Fig. 1: the clock network
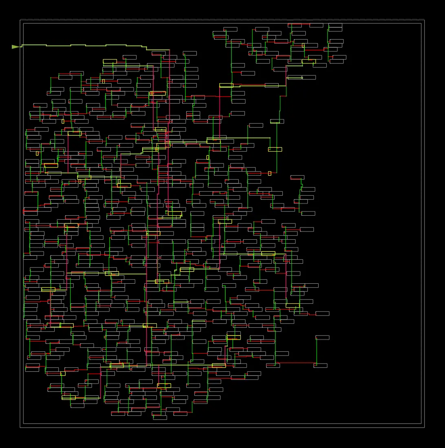
Fig. 2: ports around the boundary
(1.5 px per µm) Pins as bars across the die edge, other pins in grey.
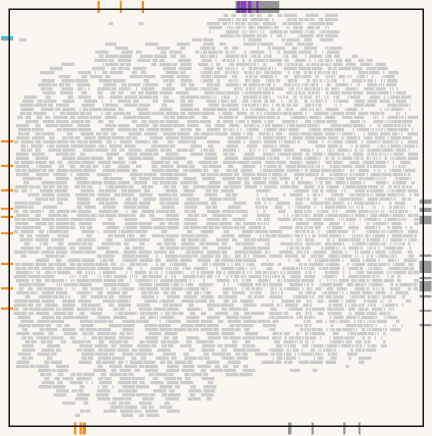
Fig. 3: cell classes on the final placement
(1 px per µm)
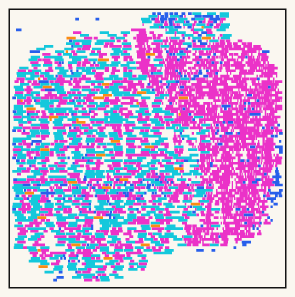
Fig. 4: routed metal, one colour a layer
(1 px per µm)
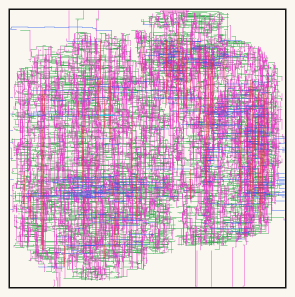
Fig. 5: cell density map
(1.5 px per µm) 28 x 28 tiles, from black (low) to pale yellow (high), 0 to 100% covered.
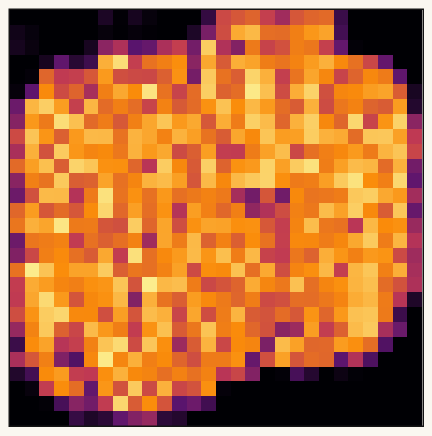
**config.mk**
```make
export PLATFORM = sky130hd
export DESIGN_NAME = fir_tap_sequencer_flat
export DESIGN_NICKNAME = d
export VERILOG_FILES = /design/src/rtl/fir_tap_sequencer_if.sv /design/src/rtl/fir_tap_sequencer.sv /design/src/flat_wrapper.sv
export SDC_FILE = /design/constraint.sdc
export NUM_CORES = 2
export LEC_CHECK = 0
export CORE_AREA = 2 2 273 275
export CTS_CLUSTER_DIAMETER = 120
export CTS_CLUSTER_SIZE = 24
export DETAILED_ROUTE_END_ITERATION = 8
export DIE_AREA = 0 0 275 277
export GPL_ROUTABILITY_DRIVEN = 0
export GPL_TIMING_DRIVEN = 0
export PLACE_DENSITY = 0.72
export SYNTH_ARGS = -nofsm -noshare
export SYNTH_HDL_FRONTEND = slang
export SYNTH_SLANG_ARGS = --single-unit
```
**constraint.sdc**
```tcl
create_clock -name clk -period 7.3 [get_ports clk]
set_clock_uncertainty 0.05 [all_clocks]
set_input_delay 1.46 -clock clk [delete_from_list [all_inputs] [get_ports clk]]
set_output_delay 1.46 -clock clk [all_outputs]
set_load 0.01 [all_outputs]
```
**src/rtl/fir_tap_sequencer_if.sv**
```systemverilog
// Sample handshake, coefficient generator and filter result signals of fir_tap_sequencer.
interface fir_tap_sequencer_if;
  logic [15:0] sample_in;
  logic        sample_valid;
  logic        sample_ready;
  logic [7:0]  eqVal;
  logic [7:0]  eqSel;
  logic [7:0]  tapnum;
  logic [15:0] tapcoeff;
  logic [15:0] filt_out;
  logic        filt_valid;
  logic        busy;

  // Sequencer side
  modport slave (
    input  sample_in, sample_valid, eqVal, tapcoeff,
    output sample_ready, eqSel, tapnum, filt_out, filt_valid, busy
  );

  // Sample source / coefficient generator / output path side
  modport master (
    output sample_in, sample_valid, eqVal, tapcoeff,
    input  sample_ready, eqSel, tapnum, filt_out, filt_valid, busy
  );
endinterface

```
**src/rtl/fir_tap_sequencer.sv**
```systemverilog
// One FIR output per accepted sample: circular delay line, tap sequencing,
// multiply-accumulate against a latency-matched coefficient stream, saturated result.
module fir_tap_sequencer #(
  parameter int unsigned NTAPS    = 32,
  parameter int unsigned COEF_LAT = 1,
  parameter int unsigned ACCW     = 40
) (
  input  logic                 clk,
  input  logic                 reset,
  fir_tap_sequencer_if.slave   bus
);

  localparam int unsigned PW = (NTAPS > 1) ? $clog2(NTAPS) : 1;
  localparam int unsigned PL = (COEF_LAT > 0) ? COEF_LAT : 1;

  typedef enum logic [1:0] {IDLE, RUN, DRAIN, DONE} state_t;

  state_t                  state_q, state_d;
  logic [PW-1:0]           wptr_q, wptr_d;
  logic [7:0]              tapnum_q, tapnum_d;
  logic [7:0]              eqsel_q, eqsel_d;
  logic signed [ACCW-1:0]  acc_q, acc_d;
  logic [15:0]             filt_out_q, filt_out_d;
  logic                    filt_valid_q, filt_valid_d;
  logic                    sample_ready_q, sample_ready_d;
  logic                    busy_q, busy_d;
  logic [1:0]              dcnt_q, dcnt_d;
  logic signed [15:0]      dline_q [NTAPS];
  logic signed [15:0]      dline_d [NTAPS];
  logic signed [15:0]      pipe_samp_q [PL];
  logic signed [15:0]      pipe_samp_d [PL];
  logic [PL-1:0]           pipe_vld_q, pipe_vld_d;

  logic [PW-1:0]           k;
  logic [PW-1:0]           rd_idx;
  logic signed [15:0]      rd_samp;
  logic                    run;
  logic signed [15:0]      tap_samp;
  logic                    tap_vld;
  logic signed [31:0]      prod;
  logic signed [ACCW-1:0]  shifted;
  logic [ACCW-16:0]        hi;
  logic [15:0]             sat_res;

  assign run = (state_q == RUN);
  assign k   = tapnum_q[PW-1:0];

  // Delay-line read for the current tap: (wptr - k) mod NTAPS
  always_comb begin
    if (wptr_q >= k) rd_idx = wptr_q - k;
    else             rd_idx = PW'({1'b0, wptr_q} + (PW+1)'(NTAPS) - {1'b0, k});
    rd_samp = dline_q[rd_idx];
  end

  // Align the delayed sample and its valid bit with the coefficient return
  generate
    if (COEF_LAT == 0) begin : g_nolat
      assign tap_samp = rd_samp;
      assign tap_vld  = run;
    end else begin : g_lat
      assign tap_samp = pipe_samp_q[COEF_LAT-1];
      assign tap_vld  = pipe_vld_q[COEF_LAT-1];
    end
  endgenerate

  // Sample pipeline shift
  always_comb begin
    pipe_samp_d[0] = rd_samp;
    pipe_vld_d     = '0;
    pipe_vld_d[0]  = run;
    for (int i = 1; i < int'(PL); i++) begin
      pipe_samp_d[i] = pipe_samp_q[i-1];
      pipe_vld_d[i]  = pipe_vld_q[i-1];
    end
  end

  // Next-state, accumulate and result saturation
  always_comb begin
    state_d      = state_q;
    wptr_d       = wptr_q;
    tapnum_d     = tapnum_q;
    eqsel_d      = eqsel_q;
    dline_d      = dline_q;
    dcnt_d       = dcnt_q;
    filt_out_d   = filt_out_q;
    filt_valid_d = 1'b0;

    prod  = 32'(tap_samp) * 32'($signed(bus.tapcoeff));
    acc_d = acc_q;
    if (tap_vld) acc_d = acc_q + ACCW'(prod);

    case (state_q)
      IDLE: begin
        if (bus.sample_valid) begin
          dline_d[wptr_q] = $signed(bus.sample_in);
          eqsel_d         = bus.eqVal;
          acc_d           = '0;
          tapnum_d        = '0;
          state_d         = RUN;
        end
      end
      RUN: begin
        if (tapnum_q == 8'(NTAPS - 1)) begin
          dcnt_d  = '0;
          state_d = (COEF_LAT == 0) ? DONE : DRAIN;
        end else begin
          tapnum_d = tapnum_q + 8'd1;
        end
      end
      DRAIN: begin
        if (dcnt_q == 2'(COEF_LAT - 1)) state_d = DONE;
        else                            dcnt_d  = dcnt_q + 2'd1;
      end
      DONE: begin
        wptr_d  = (wptr_q == PW'(NTAPS - 1)) ? '0 : wptr_q + PW'(1);
        state_d = IDLE;
      end
      default: state_d = IDLE;
    endcase

    // Result uses the accumulator including the final product of this cycle
    shifted = acc_d >>> 15;
    hi      = shifted[ACCW-1:15];
    if ((&hi) || !(|hi)) sat_res = shifted[15:0];
    else                 sat_res = shifted[ACCW-1] ? 16'h8000 : 16'h7FFF;
    if (state_d == DONE && state_q != DONE) begin
      filt_out_d   = sat_res;
      filt_valid_d = 1'b1;
    end

    sample_ready_d = (state_d == IDLE);
    busy_d         = (state_d != IDLE);
  end

  // State and datapath registers
  always_ff @(posedge clk or negedge reset) begin
    if (!reset) begin
      state_q        <= IDLE;
      wptr_q         <= '0;
      tapnum_q       <= '0;
      eqsel_q        <= '0;
      acc_q          <= '0;
      filt_out_q     <= '0;
      filt_valid_q   <= 1'b0;
      sample_ready_q <= 1'b1;
      busy_q         <= 1'b0;
      dcnt_q         <= '0;
      pipe_vld_q     <= '0;
      for (int i = 0; i < int'(NTAPS); i++) dline_q[i] <= '0;
      for (int i = 0; i < int'(PL); i++) pipe_samp_q[i] <= '0;
    end else begin
      state_q        <= state_d;
      wptr_q         <= wptr_d;
      tapnum_q       <= tapnum_d;
      eqsel_q        <= eqsel_d;
      acc_q          <= acc_d;
      filt_out_q     <= filt_out_d;
      filt_valid_q   <= filt_valid_d;
      sample_ready_q <= sample_ready_d;
      busy_q         <= busy_d;
      dcnt_q         <= dcnt_d;
      pipe_vld_q     <= pipe_vld_d;
      for (int i = 0; i < int'(NTAPS); i++) dline_q[i] <= dline_d[i];
      for (int i = 0; i < int'(PL); i++) pipe_samp_q[i] <= pipe_samp_d[i];
    end
  end

  assign bus.sample_ready = sample_ready_q;
  assign bus.busy         = busy_q;
  assign bus.tapnum       = tapnum_q;
  assign bus.eqSel        = eqsel_q;
  assign bus.filt_out     = filt_out_q;
  assign bus.filt_valid   = filt_valid_q;

endmodule
```
**src/flat_wrapper.sv**
```systemverilog
// flat-port wrapper written by rule: the top's interface ports become plain ports
module fir_tap_sequencer_flat 
#(
  parameter int unsigned NTAPS    = 32,
  parameter int unsigned COEF_LAT = 1,
  parameter int unsigned ACCW     = 40
)
  (clk, reset, bus_sample_in, bus_sample_valid, bus_eqVal, bus_tapcoeff, bus_sample_ready, bus_eqSel, bus_tapnum, bus_filt_out, bus_filt_valid, bus_busy);
  fir_tap_sequencer_if bus_i ();
  input  logic clk;
  input  logic reset;
  input wire logic [$bits(bus_i.sample_in)-1:0] bus_sample_in;
  input wire logic [$bits(bus_i.sample_valid)-1:0] bus_sample_valid;
  input wire logic [$bits(bus_i.eqVal)-1:0] bus_eqVal;
  input wire logic [$bits(bus_i.tapcoeff)-1:0] bus_tapcoeff;
  output wire logic [$bits(bus_i.sample_ready)-1:0] bus_sample_ready;
  output wire logic [$bits(bus_i.eqSel)-1:0] bus_eqSel;
  output wire logic [$bits(bus_i.tapnum)-1:0] bus_tapnum;
  output wire logic [$bits(bus_i.filt_out)-1:0] bus_filt_out;
  output wire logic [$bits(bus_i.filt_valid)-1:0] bus_filt_valid;
  output wire logic [$bits(bus_i.busy)-1:0] bus_busy;
  assign bus_i.sample_in = bus_sample_in;
  assign bus_i.sample_valid = bus_sample_valid;
  assign bus_i.eqVal = bus_eqVal;
  assign bus_i.tapcoeff = bus_tapcoeff;
  assign bus_sample_ready = bus_i.sample_ready;
  assign bus_eqSel = bus_i.eqSel;
  assign bus_tapnum = bus_i.tapnum;
  assign bus_filt_out = bus_i.filt_out;
  assign bus_filt_valid = bus_i.filt_valid;
  assign bus_busy = bus_i.busy;
  fir_tap_sequencer #(.NTAPS(NTAPS), .COEF_LAT(COEF_LAT), .ACCW(ACCW)) u_core (.clk(clk), .reset(reset), .bus(bus_i));
endmodule
```
==> notes.org <==
#+TITLE: Implementation results

** Place
- Number of placed instances, taps included :: 4167
- Note, the detailed placer reported a final HPWL of 76100 µm.
- Detailed placement reports a standard cell area of 0.0421 mm².

** Critical path
- Data arrival at the endpoint of the critical path :: 7.92 ns
- The largest individual stage delay along the critical path comes from the cell sky130_fd_sc_hd__fa_2.
- STA lists the maximum fanout along the critical path as 8.
- The OpenROAD report gives the critical path a required time of 7.75 ns.
- Worst path depth :: 31
- The worst setup path is captured at a flop.
- Cell type with the highest occurrence count on the critical path :: sky130_fd_sc_hd__fa_1
- CP Launch Type :: input pin
- On the worst path, the slowest cell contributes a delay of 0.56 ns.
- Crit Reg-Reg Endpoint :: u_core.bus.filt_out[7]
- In this run the critical register-to-register path is launched from u_core.pipe_samp_q[15].

** Yosys
- Post-synthesis cell area :: 0.0399 mm²
- Comb area leader :: multiplexers
- The most used flip-flop cell after synthesis is sky130_fd_sc_hd__dfrtp_1.
- YS warnings :: 0
- Mean cell area of the mapped netlist :: 12.8 µm²
- In the synthesis report, Yosys lists the chip area as 0.0399 mm².
- Post-Synth AOI/OAI Area :: 3.27%
- Yosys reported a register bit count of 613.
- Per the post-synthesis report, the number of cells in the design is 3116.
- For reference, the mux area share after synthesis is 24.7%.
- Per the synthesis report, the adder-cell share of the synthesized area is 20.6%.

** STA
- Final Max Slew Viols :: 0
- Worst hold margin :: 0.440 ns
- Adding up every negative setup slack in the final design gives -2.27 ns.
- Final-report setup violation count :: 15
- Tightest slew margin relative to the limit :: 12.3%
- Transition time of the tightest slew-check pin :: 1.32 ns
- Final setup slack of the worst path :: -0.167 ns
- Unrepaired setup endpoints after global routing :: true
- The final critical path takes up 102% of the cycle.
- Highest Clock Rate :: 134 MHz

** Global routing
- Number of global-route vias before repair :: 27.4k
- Maximum number of pins on one net before global-route repair :: 134
- Layer with the highest usage :: met2
- Met1 GRT Util :: 35.8%

** Finish
- Of all the cell area in the finished design, the clock network holds 1.80%.
- The fraction of cell area in multi-input combinational cells is reported as 51.6%.
- Inverters :: 390
- Fraction of area in non-clock buffers :: 5.58%
- Tally of non-filler cells in the final layout :: 4263
- Area delta synth->final :: 10.4%
- Final net count :: 3783
- Number of fill cells :: 5686
- Looking at the area split, the leading class of cells is multi-input combinational cells.
- Leaving out buffers and inverters, the combinational logic in the layout accounts for 0.0227 mm².
- The post-route netlist has 29.2% of its cells at a drive strength greater than 1.

** Clock network
- The number of setup buffers added after CTS is 49.
- CTS Hold Buffers Added :: 0
- The clock passes through at most 3 buffers.

** Flow run
- The logs give a warning total of 48.
- Tally of max-capacitance violations :: 0

** Status
- The checks that failed: negative setup slack.
- The run finished, with violations left.

** Routing
- The detailed router finished its first iteration with 1961 violations.
- Met3 wire length :: 4860 µm
- The routed layout reports a DRC error count of 0.
- After detailed routing, the met2 layer carries 48100 µm of wire.
- Top sig layer :: met5
- The count of nets left with antenna violations once routing finished came out at 0.

** Floorplanning
- Chip Footprint :: 0.0762 mm²
- During tapcell insertion the tool placed 969 well taps.
- The floorplan report gives the top-level pin count as 78.

** Hold path
- In this run the worst hold path is classified as flop to flop.
- The launch point of the worst min-delay path is recorded as u_core.bus.eqSel[2].
About Fig. 1:
layout sequential cell count: 613
Num Clock Sinks: 613
total of clock buffers placed in the layout: 38
clock latency on the worst-skew pair: 0.64 ns

About Fig. 2:
bus_sample_in: drawn in orange, pins 16, direction input, edge 9 west, 4 south, 3 north. clk: drawn in cyan, pins 1, direction input, edge west. bus_eqVal: drawn in purple, pins 8, direction input, edge north.
chip height: 277 µm
IO Port Bufs: 77
x dimension of the die: 275 µm

About Fig. 3:
registers: drawn in cyan, cells 613. clock drivers and dummy loads: drawn in orange, cells 41. remaining logic cells: drawn in magenta, cells 2317. remaining buffers and delay cells: drawn in blue, cells 322.
post-route standard cell area excluding fillers: 0.0440 mm²
Cell Rows: 100
fin util: 59.8%

About Fig. 4:
M1: drawn in green, wire length 40.0 mm. M3: drawn in blue, wire length 4860 µm. M5: drawn in cyan, wire length 12.9 µm. M2: drawn in magenta, wire length 48.1 mm. M4: drawn in red, wire length 4370 µm.
total wirelength of the detailed-routed design: 97300 µm
global-route usage over all layers: 26.4%
via count of the routed design: 25.1k
WL/cell: 22.8 µm

About Fig. 5:
The emptiest ninth of the die: south-east. The fullest tile reaches 96%. 32% of the tiles are over 75% full. The mean over all tiles is 56%.
starting utilization of the core area: 54.2%
CORE AREA: 0.0736 mm²

[flip-flops by register name, summed over array words and instances (netlist names)]
signal	flops
u_core.wptr_q	5
u_core.bus.busy	1
u_core.state_q	2
u_core.bus.filt_out	16
u_core.bus.tapnum	8
u_core.bus.sample_ready	1
u_core.acc_q	40
u_core.pipe_vld_q	1
u_core.bus.eqSel	8
u_core.pipe_samp_q	16
u_core.bus.filt_valid	1
u_core.dcnt_q	2
u_core.dline_q	512
[how the worst max path moves through the flow]
stage,startpoint,end,slack (ns)
floorplan,bus_tapcoeff[6],u_core.bus.filt_out[9],-0.15
global placement,reset,u_core.acc_q[3],-20.68
detailed placement,bus_tapcoeff[7],u_core.bus.filt_out[7],-2.06
CTS,bus_tapcoeff[1],u_core.bus.filt_out[7],-0.03
global route,bus_tapcoeff[4],u_core.bus.filt_out[7],-0.31
finish,bus_tapcoeff[4],u_core.bus.filt_out[7],-0.17
[Yosys cell counts, types with 13 or more instances]
library cell,number,area (µm²)
sky130_fd_sc_hd__nor2_1,103,387
sky130_fd_sc_hd__dfrtp_1,612,15300
sky130_fd_sc_hd__clkbuf_1,143,537
sky130_fd_sc_hd__buf_2,14,70.1
sky130_fd_sc_hd__mux2_2,533,6000
sky130_fd_sc_hd__a21oi_1,54,270
sky130_fd_sc_hd__buf_1,13,48.8
sky130_fd_sc_hd__nand3_1,27,135
sky130_fd_sc_hd__inv_1,389,1460
sky130_fd_sc_hd__fa_1,331,6630
sky130_fd_sc_hd__o21ai_0,30,150
sky130_fd_sc_hd__ha_1,126,1580
sky130_fd_sc_hd__mux2i_1,24,240
sky130_fd_sc_hd__xnor2_1,34,298
sky130_fd_sc_hd__o2bb2ai_1,15,131
sky130_fd_sc_hd__nand2_1,203,762
sky130_fd_sc_hd__mux4_2,160,3600
sky130_fd_sc_hd__and2_1,116,726
